`config.mk`:
```
export PLATFORM = sky130hd
export DESIGN_NAME = hdmi_period_scheduler_flat
export DESIGN_NICKNAME = d
export VERILOG_FILES = /design/src/rtl/hdmi_period_scheduler_if.sv /design/src/rtl/hdmi_period_scheduler.sv /design/src/flat_wrapper.sv
export SDC_FILE = /design/constraint.sdc
export NUM_CORES = 1
export LEC_CHECK = 0
export ABC_CLOCK_PERIOD_IN_PS = 2100
export CAP_MARGIN = 20
export CORE_UTILIZATION = 35
export CTS_CLUSTER_DIAMETER = 50
export DETAILED_ROUTE_END_ITERATION = 10
export SETUP_SLACK_MARGIN = 0.3
export SYNTH_ARGS = -nofsm -noshare
export SYNTH_HDL_FRONTEND = slang
export SYNTH_SLANG_ARGS = --single-unit
export TNS_END_PERCENT = 5
```
`constraint.sdc`:
```
create_clock -name clk -period 2.1 [get_ports clk]
set_input_delay 0.63 -clock clk [delete_from_list [all_inputs] [get_ports clk]]
set_output_delay 0.63 -clock clk [all_outputs]
set_load 0.02 [all_outputs]
```
`src/rtl/hdmi_period_scheduler_if.sv`:
```
// Raster position, packet-source handshake and period flags between the scheduler
// and its neighbours (raster counters, packet source, TMDS encoders).
interface hdmi_period_scheduler_if;
    logic       enable;
    logic [9:0] hpos;
    logic [9:0] vpos;
    logic       pkt_valid;
    logic       pkt_ready;
    logic [4:0] pkt_beat;
    logic       in_island;
    logic       in_preamble;
    logic       in_guard;
    logic       guard_island;
    logic [3:0] ctl;

    modport master (
        output enable, hpos, vpos, pkt_valid,
        input  pkt_ready, pkt_beat, in_island, in_preamble, in_guard, guard_island, ctl
    );

    modport slave (
        input  enable, hpos, vpos, pkt_valid,
        output pkt_ready, pkt_beat, in_island, in_preamble, in_guard, guard_island, ctl
    );
endinterface

```
`src/rtl/hdmi_period_scheduler.sv`:
```
// HDMI link-period sequencer: video preamble/guard and data islands, with packet pacing.
// Outputs for pixel position P are registered while hpos==P, so they appear at hpos==P+1.
module hdmi_period_scheduler #(
    parameter int unsigned WIDTH        = 858,
    parameter int unsigned HEIGHT       = 525,
    parameter int unsigned H_IMAGE      = 720,
    parameter int unsigned V_IMAGE      = 480,
    parameter int unsigned ISLAND_START = 736,
    parameter int unsigned MAX_PACKETS  = 2
) (
    input  logic                    clk,
    input  logic                    reset,
    hdmi_period_scheduler_if.slave  bus
);
    localparam int unsigned PW         = 10;
    localparam int unsigned ISLAND_END = ISLAND_START + 12 + 32 * MAX_PACKETS;
    // Latest position (as the next beat 0) that still leaves room for a packet and its trail.
    localparam int unsigned ROOM_LAST  = WIDTH - 10 - 34;

    if (MAX_PACKETS < 1 || MAX_PACKETS > 18) begin : g_bad_max_packets
        $error("hdmi_period_scheduler: MAX_PACKETS must be 1..18");
    end
    if (ISLAND_START < H_IMAGE) begin : g_bad_island_start
        $error("hdmi_period_scheduler: ISLAND_START must not overlap the active image");
    end
    if (ISLAND_END > WIDTH - 10) begin : g_bad_island_len
        $error("hdmi_period_scheduler: island overruns the video preamble");
    end

    typedef enum logic [2:0] {
        S_IDLE,
        S_PRE,
        S_LEAD,
        S_DATA,
        S_TRAIL
    } state_t;

    state_t     state_q, state_d;
    logic [2:0] cnt_q, cnt_d;
    logic [4:0] beat_q, beat_d;
    logic [4:0] sent_q, sent_d;

    logic       pkt_ready_q, pkt_ready_d;
    logic [4:0] pkt_beat_q, pkt_beat_d;
    logic       in_island_q, in_island_d;
    logic       in_preamble_q, in_preamble_d;
    logic       in_guard_q, in_guard_d;
    logic       guard_island_q, guard_island_d;
    logic [3:0] ctl_q, ctl_d;

    logic next_line_image_c;
    logic vid_pre_c;
    logic vid_guard_c;
    logic room_c;

    // Video preamble/guard depend only on the raster position and the line type.
    always_comb begin
        next_line_image_c = (bus.vpos < PW'(V_IMAGE - 1)) || (bus.vpos == PW'(HEIGHT - 1));
        vid_pre_c   = bus.enable && next_line_image_c &&
                      (bus.hpos >= PW'(WIDTH - 10)) && (bus.hpos <= PW'(WIDTH - 3));
        vid_guard_c = bus.enable && next_line_image_c && (bus.hpos >= PW'(WIDTH - 2));
        room_c      = (bus.hpos <= PW'(ROOM_LAST));
    end

    // Island sequencing; counters step once per pixel clock.
    always_comb begin
        state_d = state_q;
        cnt_d   = cnt_q;
        beat_d  = beat_q;
        sent_d  = sent_q;
        case (state_q)
            S_IDLE: begin
                cnt_d  = 3'd0;
                beat_d = 5'd0;
                sent_d = 5'd0;
                if (bus.enable && bus.pkt_valid && (bus.hpos == PW'(ISLAND_START))) begin
                    state_d = S_PRE;
                end
            end
            S_PRE: begin
                if (cnt_q == 3'd7) begin
                    state_d = S_LEAD;
                    cnt_d   = 3'd0;
                end else begin
                    cnt_d = cnt_q + 3'd1;
                end
            end
            S_LEAD: begin
                if (cnt_q == 3'd1) begin
                    state_d = S_DATA;
                    cnt_d   = 3'd0;
                    beat_d  = 5'd0;
                    sent_d  = 5'd1;
                end else begin
                    cnt_d = cnt_q + 3'd1;
                end
            end
            S_DATA: begin
                if (beat_q == 5'd31) begin
                    beat_d = 5'd0;
                    if (bus.pkt_valid && bus.enable && (sent_q < 5'(MAX_PACKETS)) && room_c) begin
                        sent_d = sent_q + 5'd1;
                    end else begin
                        state_d = S_TRAIL;
                    end
                end else begin
                    beat_d = beat_q + 5'd1;
                end
            end
            S_TRAIL: begin
                if (cnt_q == 3'd1) begin
                    state_d = S_IDLE;
                    cnt_d   = 3'd0;
                end else begin
                    cnt_d = cnt_q + 3'd1;
                end
            end
            default: state_d = S_IDLE;
        endcase
    end

    // Output decode of the period being entered; island and video periods never coincide.
    always_comb begin
        pkt_ready_d    = (state_d == S_DATA) && (beat_d == 5'd0);
        pkt_beat_d     = (state_d == S_DATA) ? beat_d : 5'd0;
        in_island_d    = (state_d == S_DATA);
        in_preamble_d  = (state_d == S_PRE) || vid_pre_c;
        guard_island_d = (state_d == S_LEAD) || (state_d == S_TRAIL);
        in_guard_d     = guard_island_d || vid_guard_c;
        ctl_d          = 4'b0000;
        if (state_d == S_PRE) begin
            ctl_d = 4'b0101;
        end else if (vid_pre_c) begin
            ctl_d = 4'b0001;
        end
    end

    always_ff @(posedge clk or posedge reset) begin
        if (reset) begin
            state_q        <= S_IDLE;
            cnt_q          <= 3'd0;
            beat_q         <= 5'd0;
            sent_q         <= 5'd0;
            pkt_ready_q    <= 1'b0;
            pkt_beat_q     <= 5'd0;
            in_island_q    <= 1'b0;
            in_preamble_q  <= 1'b0;
            in_guard_q     <= 1'b0;
            guard_island_q <= 1'b0;
            ctl_q          <= 4'b0000;
        end else begin
            state_q        <= state_d;
            cnt_q          <= cnt_d;
            beat_q         <= beat_d;
            sent_q         <= sent_d;
            pkt_ready_q    <= pkt_ready_d;
            pkt_beat_q     <= pkt_beat_d;
            in_island_q    <= in_island_d;
            in_preamble_q  <= in_preamble_d;
            in_guard_q     <= in_guard_d;
            guard_island_q <= guard_island_d;
            ctl_q          <= ctl_d;
        end
    end

    assign bus.pkt_ready    = pkt_ready_q;
    assign bus.pkt_beat     = pkt_beat_q;
    assign bus.in_island    = in_island_q;
    assign bus.in_preamble  = in_preamble_q;
    assign bus.in_guard     = in_guard_q;
    assign bus.guard_island = guard_island_q;
    assign bus.ctl          = ctl_q;
endmodule

```
`src/flat_wrapper.sv`:
```
// flat-port wrapper written by rule: the top's interface ports become plain ports
module hdmi_period_scheduler_flat 
#(
    parameter int unsigned WIDTH        = 858,
    parameter int unsigned HEIGHT       = 525,
    parameter int unsigned H_IMAGE      = 720,
    parameter int unsigned V_IMAGE      = 480,
    parameter int unsigned ISLAND_START = 736,
    parameter int unsigned MAX_PACKETS  = 2
)
  (clk, reset, bus_enable, bus_hpos, bus_vpos, bus_pkt_valid, bus_pkt_ready, bus_pkt_beat, bus_in_island, bus_in_preamble, bus_in_guard, bus_guard_island, bus_ctl);
  hdmi_period_scheduler_if bus_i ();
  input  logic clk;
  input  logic reset;
  input wire logic [$bits(bus_i.enable)-1:0] bus_enable;
  input wire logic [$bits(bus_i.hpos)-1:0] bus_hpos;
  input wire logic [$bits(bus_i.vpos)-1:0] bus_vpos;
  input wire logic [$bits(bus_i.pkt_valid)-1:0] bus_pkt_valid;
  output wire logic [$bits(bus_i.pkt_ready)-1:0] bus_pkt_ready;
  output wire logic [$bits(bus_i.pkt_beat)-1:0] bus_pkt_beat;
  output wire logic [$bits(bus_i.in_island)-1:0] bus_in_island;
  output wire logic [$bits(bus_i.in_preamble)-1:0] bus_in_preamble;
  output wire logic [$bits(bus_i.in_guard)-1:0] bus_in_guard;
  output wire logic [$bits(bus_i.guard_island)-1:0] bus_guard_island;
  output wire logic [$bits(bus_i.ctl)-1:0] bus_ctl;
  assign bus_i.enable = bus_enable;
  assign bus_i.hpos = bus_hpos;
  assign bus_i.vpos = bus_vpos;
  assign bus_i.pkt_valid = bus_pkt_valid;
  assign bus_pkt_ready = bus_i.pkt_ready;
  assign bus_pkt_beat = bus_i.pkt_beat;
  assign bus_in_island = bus_i.in_island;
  assign bus_in_preamble = bus_i.in_preamble;
  assign bus_in_guard = bus_i.in_guard;
  assign bus_guard_island = bus_i.guard_island;
  assign bus_ctl = bus_i.ctl;
  hdmi_period_scheduler #(.WIDTH(WIDTH), .HEIGHT(HEIGHT), .H_IMAGE(H_IMAGE), .V_IMAGE(V_IMAGE), .ISLAND_START(ISLAND_START), .MAX_PACKETS(MAX_PACKETS)) u_core (.clk(clk), .reset(reset), .bus(bus_i));
endmodule
```
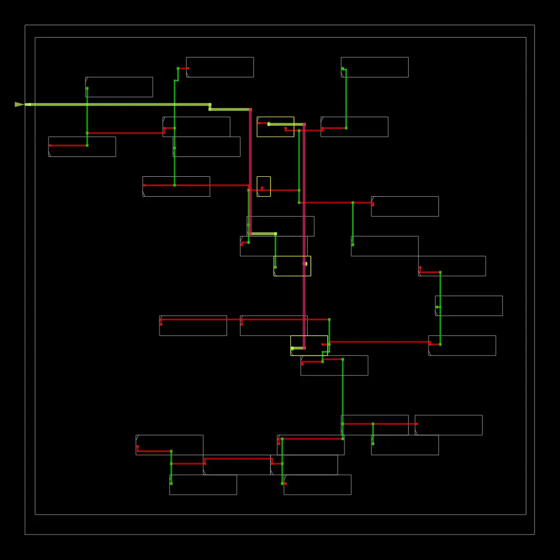
**Above:** the clock network.
number of CTS-inserted buffers: 3
Num Clock Sinks: 27
Latency at later pin: 0.28 ns
number of clock buffers in the layout: 3

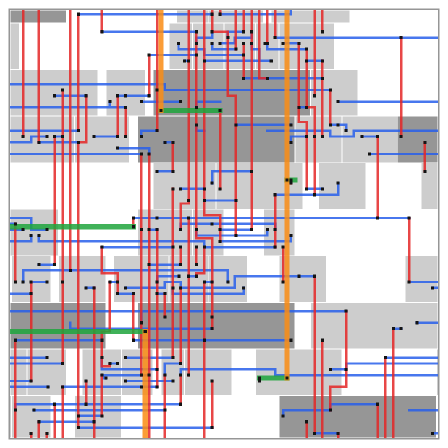
**Above:** a small window of the routed layout.
Window x 22 to 47, y 22 to 47 um. Cells in grey, sequential cells in the stronger grey; small squares are vias.
legend:
  metal 3:
    colour: green
  metal 1:
    colour: blue
  metal 4:
    colour: orange
  metal 2:
    colour: red
netlist names of flops here include: u_core.sent_q (2), u_core.state_q (2)
most frequent: buf_4 (7), dfrtp_1 (5)
sequential cells in the window: 5
cells with their middle in the window: 40

==> CHANGELOG.md <==
## Implementation

* Startpoint of the worst hold path: u_core.sent_q[4]
* Die boundary height at 69.7 um
* Length in cells of the worst reg-to-reg path at 5
* Most common cell in the netlist: sky130_fd_sc_hd__dfrtp_1
* # rows at 24
* Worst Hold Depth at 1
* Initial antenna violation count at 0
* Synthesis area per yosys at 1600 um^2
* Crit path time final at 1.87 ns
* Met2 usage in global routing at 29.4%
* Total cell area at the placement stage at 2160 um^2
* Net switching power figure at 225 uW
* Path length in cells of the critical path at 1
* Top logic cell family in the synthesized netlist: simple AND/OR/NAND/NOR gates
* Vias in the first global route at 1,496
* Chip Width at 69.7 um
* Most frequent cells in the layout: 27 x sky130_fd_sc_hd__dfrtp_1, 25 x sky130_fd_sc_hd__buf_4, 19 x sky130_fd_sc_hd__clkdlybuf4s50_1
* Setup crit start: u_core.bus.in_guard
* Switching power as a share of total power at 23.9%
* Post-Place Setup Slack at -0.422 ns
* Port bufs at 35
* Final setup margin at 0.232 ns
* Bufs and invs on worst path at 1
* Total half-perimeter wirelength after legalization and detailed placement at 2860 um
* Post-synthesis xor/xnor area fraction at 1.09%
* Biggest cell delay along the critical path at 0.61 ns
* Total global routing overflow at 0
* Synth Area in Compound Gates at 21.7%
* Terminating pin of the worst hold path: u_core.sent_q[4]
* Hold-fix buffer count after cts at 0
* Post-synthesis cell type with the largest combined area: sky130_fd_sc_hd__dfrtp_1
* MUX share of area at 0.702%
* Total routed wirelength at 3780 um
* Bufs w/o clock at 61
* Final weighted congestion of routability-driven global placement at 0.827
* Yosys warns at 0
* Worst voltage drop across the vdd grid at 0.252 mV
* Lkg Pwr at 1.09 nW
* Cell breakdown of the critical path: clkdlybuf4s50_1
* Wl on met1 at 1730 um
* Via count at 1,475
* Reg2Reg Setup Slack at 0.31 ns
* First-pass GRT wire length at 6820 um
* Root Buffer: sky130_fd_sc_hd__clkbuf_8
* Clock network contribution to total cell area at 2.04%
* Area of combinational cells with multiple inputs at 911 um^2
* Post-DRT Antenna Nets at 0
* Maximum buffer depth of the clock tree at 2
* Total power after layout at 943 uW
* Average routed wire per standard cell at 13.6 um
* Sequential group power at 522 uW
* Share of Yosys cell area claimed by the top area cell type at 42.1%
* Result of the run: finished, final reports clean
* Top layer reached by signal wires: met4
* Most common cell after layout, fill and taps aside: sky130_fd_sc_hd__dfrtp_1
* GR Util All Layers at 17.2%
* Met2 Routed Length at 1820 um
* Synth cell count leaders: 27 x sky130_fd_sc_hd__dfrtp_1, 16 x sky130_fd_sc_hd__nor2_1, 11 x sky130_fd_sc_hd__inv_1, 11 x sky130_fd_sc_hd__nand2_1
* Fmax at 535 MHz
* Non-clock buffer share at 23.2%
* Area growth from synthesis to final layout at 41.3%
* Setup TNS after final layout at 0 ns
* Dominant register cell: sky130_fd_sc_hd__dfrtp_1
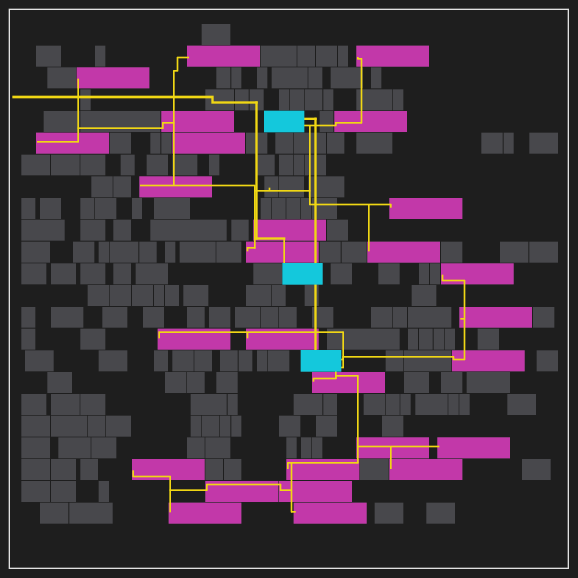
**Above:** clock distribution.
(8 px per um)
legend:
  clock wires:
    colour: yellow
    length: 347 um
  clock drivers:
    colour: cyan
    count: 3
  flip-flops:
    colour: magenta
    count: 27
routed clock nets: 4

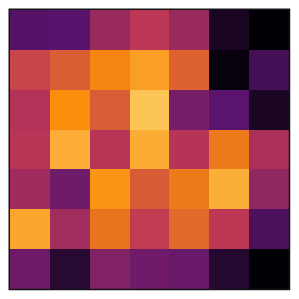
**Above:** cell area per tile.
(4 px per um) The die is cut into 7 by 7 equal tiles; black is low, pale yellow is high, 0 to 100% covered.
emptiest ninth of the die: top right
densest ninth of the die: middle
nearly empty tiles: 4.1%
fullest tile: 87%
tiles over 75% full: 16%

No activity file was given, so power comes from the tool's default toggle rates.
